run_1/wires.png
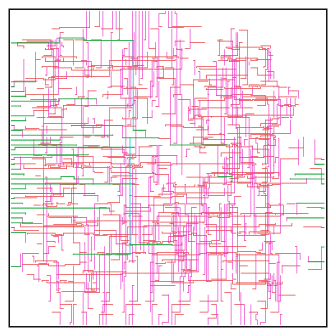
run_1/placement.png
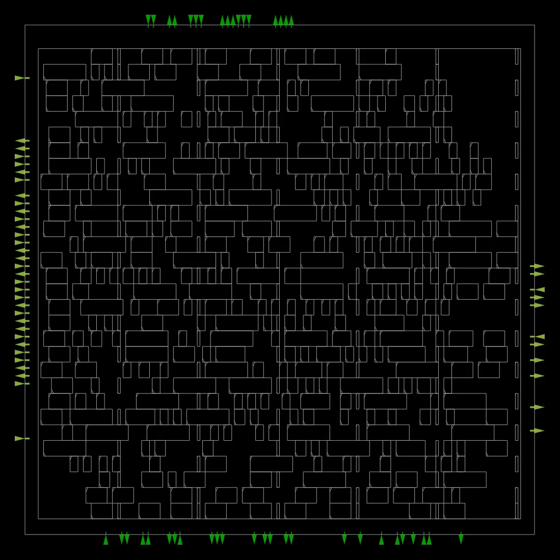
run_1/io_placement.png
Pins as bars across the die edge, other pins in grey.
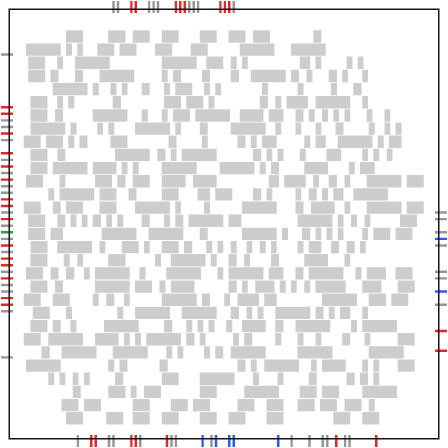
==> config.mk <==
export PLATFORM = sky130hd
export DESIGN_NAME = imem_boot_loader_flat
export DESIGN_NICKNAME = d
export VERILOG_FILES = /design/src/rtl/imem_boot_loader_if.sv /design/src/rtl/imem_boot_loader.sv /design/src/flat_wrapper.sv
export SDC_FILE = /design/constraint.sdc
export NUM_CORES = 1
export LEC_CHECK = 0
export ABC_AREA = 1
export CELL_PAD_IN_SITES_DETAIL_PLACEMENT = 1
export CELL_PAD_IN_SITES_GLOBAL_PLACEMENT = 1
export CORE_MARGIN = 2
export CORE_UTILIZATION = 32
export DETAILED_ROUTE_END_ITERATION = 10
export PLACE_DENSITY_LB_ADDON = 0.1
export SLEW_MARGIN = 5
export SYNTH_ARGS = -nofsm -noshare
export SYNTH_HDL_FRONTEND = slang
export SYNTH_SLANG_ARGS = --single-unit
==> constraint.sdc <==
create_clock -name clk -period 2.9 [get_ports clk]
set_clock_uncertainty 0.15 [all_clocks]
set_input_delay 0.29 -clock clk [delete_from_list [all_inputs] [get_ports clk]]
set_output_delay 0.29 -clock clk [all_outputs]
set_load 0.02 [all_outputs]
==> results.txt, run 1 <==
yosys + openroad results -> Inserted Diodes 0, switching pwr 0.813 mW, MI comb cells about 210, xor+xnor area frac 1.54%, logic share of the area 29.1%, placed insts ~470, drt initial violations approximately 65, Top area cell types dfxtp_1 (51%), nor2_1 (15%), o21ai_0 (8.3%), nand2_1 (6.7%), a21oi_1 (3.5%), Final #Nets ~430, Static Leakage 1.35 nW, Area Overhead vs Synth 48.1%, OpenROAD warning count 27, Top Consumer registers, Yosys cell types 31, Signal buf overhead 26.1%, combinational share of power around 33%, # fillers 860, max_slew headroom 68.7%, DR top layer met4, worst min-delay path class reg -> reg, Hold Path Depth 2, CTS buffer count 9, max reg flops 32, CTS root buf clkbuf_8, post-DR vias/cell roughly 4.6, final instance area 0.00338 mm^2, Yosys top cell area share 50.9%, Post-synth EDFFs 0, Int Power 1.60 mW, Worst EP arrival 1.52 ns, CP top delay family buffers and inverters, Reg power frac about two fifths, comb area leader simple AND/OR/NAND/NOR gates, Worst-Skew Late Latency 0.32 ns, Hold Buf Count CTS 0, Congestion Overflow GR 0, I/O pin count 86, power of the combinational group between 0.7 and 0.8 mW, Yosys Instances between 300 and 400, H-tree levels 3, area of the mapped netlist 0.00228 mm^2, met1 Use GR 19.9%, Inverters 17, MaxCap Viol Count 0, Post-CTS Setup Bufs 0, placed inst area 0.00321 mm^2, outcome complete, no violations, unrepaired setup endpoints after global routing no, CTS tree yes, met1 WL 2660 um, # clk buffers 12, Mux area share 0%, WL met3 between 400 and 500 um, Worst Setup Start Kind flip-flop, Antenna Violating Nets Remaining 0, Commonest flop dfxtp_1, met2 WL approximately 3000 um, Final clock-cell share 5.04%, PwrDens 714 mW/mm^2, R2R depth 6, Non-clk bufs 89, DP Worst Slack 0.655 ns, Slew @ Worst Pin 0.469 ns, Hold WS 0.329 ns, Worst R2R Setup Slack 1.03 ns, Critical Path RT 2.46 ns, Avg Inst Size Synth 7.58 um^2, yosys simple share 26.8%, Leading cell kind registers, Cell Rows 30, Ys Warns 0, final hold vios 0
## Picture notes: wires.png
Magenta shows metal 2, wire length 3080 um. Cyan shows metal 4, wire length 57.8 um. Red shows metal 1, wire length 2660 um. Green shows metal 3, wire length 475 um.
wire per inst: 12.9 um
total track usage: 17.4%
via count: 2216
DRT Wirelength: 6270 um

## Picture notes: placement.png
sequential share of cell area: 34.4%
Util after Layout: 49.5%

## Picture notes: io_placement.png
Green shows rstn_in, pins 1, direction input, edge left. Blue shows word_cnt, pins 7, direction output, edge 5 bottom, 2 right. Red shows bus_imem_wdata, pins 32, direction output, edge 15 left, 8 top, 7 bottom, 2 right.
number of port buffers: 85
Die Span Y: 88.4 um
Die X: 88.4 um

==> run 1 -> run 2 <==
- CORE_UTILIZATION: 32 -> 27
- clock period: 2.9 -> 1.8 ns (I/O delays scaled with it)
run_2/wires.png
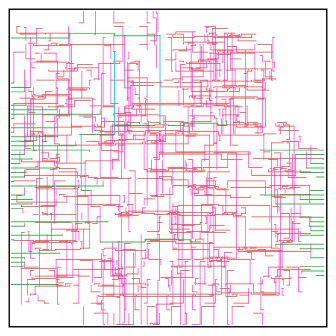
Cyan shows metal 4, wire length 68.7 um. Red shows metal 1, wire length 3000 um. Green shows metal 3, wire length 590 um. Magenta shows metal 2, wire length 2900 um.
total track usage: 15.6%
via count: 2212
DRT Wirelength: 6560 um

==> results.txt, run 2 <==
yosys + openroad results -> outcome complete, no violations, DR top layer met4, Top Consumer registers, WL met3 roughly 590 um, Inverters 17, Ys Warns 0, met1 WL 3000 um, Cell Rows 33, comb area leader simple AND/OR/NAND/NOR gates, Hold Buf Count CTS 0, clock buffer depth 2, sequential share of cell area between 30% and 40%, max_slew headroom 78.6%, Worst EP arrival 1.40 ns, wire per inst 13.2 um, Yosys Instances 301, Final clock-cell share 4.63%, post-DR vias/cell roughly 4.4, R2R depth 7, Final #Nets 430, Area Overhead vs Synth 50.5%, Commonest flop dfxtp_1, OpenROAD warning count 27, MaxCap Viol Count 0, met1 Use GR 18.9%, dominant logic cell types in the final layout nor2_1 (89), clkdlybuf4s50_1 (84), dfxtp_1 (58), placed insts 485, Critical Path RT approximately 1.5 ns, power of the combinational group 1.30 mW, switching pwr 1.32 mW, Congestion Overflow GR 0, Antenna Violating Nets Remaining 0, DP Worst Slack just under 0.09 ns, Worst-Skew Late Latency roughly 0.34 ns, Signal buf overhead 27.2%, # clk buffers 13, max reg flops 32, Inserted Diodes 0, top cells by count nor2_1 (89), dfxtp_1 (58), nand2_1 (41), logic share of the area 28.6%, Static Leakage 1.37 nW, yosys simple share 26.8%, I/O pin count 86, fp util roughly 28%, busiest grt layer met2, Hold WS roughly 0.32 ns, CP top delay family buffers and inverters, area of the mapped netlist between 0.002 and 0.0025 mm^2, final instance area 0.00343 mm^2, Top area cell types dfxtp_1 (51%), nor2_1 (15%), o21ai_0 (8.3%), nand2_1 (6.7%), a21oi_1 (3.5%), CTS root buf clkbuf_8, Post-synth EDFFs 0, Avg Inst Size Synth 7.58 um^2, Post-CTS Setup Bufs 0, Int Power 2.60 mW, Yosys cell types 31, Worst Setup Start Kind flip-flop, Mux area share 0%, Slew @ Worst Pin around 0.32 ns, seq_cells 58, largest net degree at the start of global routing 41, Worst R2R Setup Slack 0.21 ns, worst min-delay path class reg -> reg, PwrDens approximately 1100 mW/mm^2, unrepaired setup endpoints after global routing no, Die Span Y 95.9 um, drt initial violations 49, Reg power frac 40.3%, xor+xnor area frac 1.54%, Leading cell kind registers, combinational share of power 33.2%, number of port buffers approximately 85, Non-clk bufs 93, Hold Path Depth 2, placed inst area 0.00327 mm^2, met2 WL 2900 um, final hold vios 0, CTS tree yes
run_2/placement.png
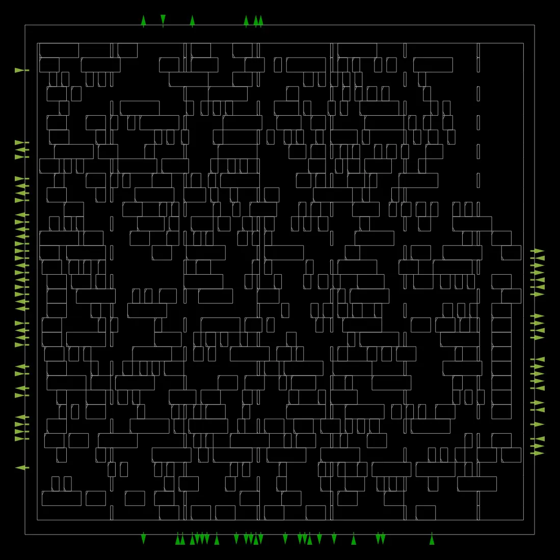
Util after Layout: 41.8%
# fillers: 997

Power and IR drop assume default switching activity.
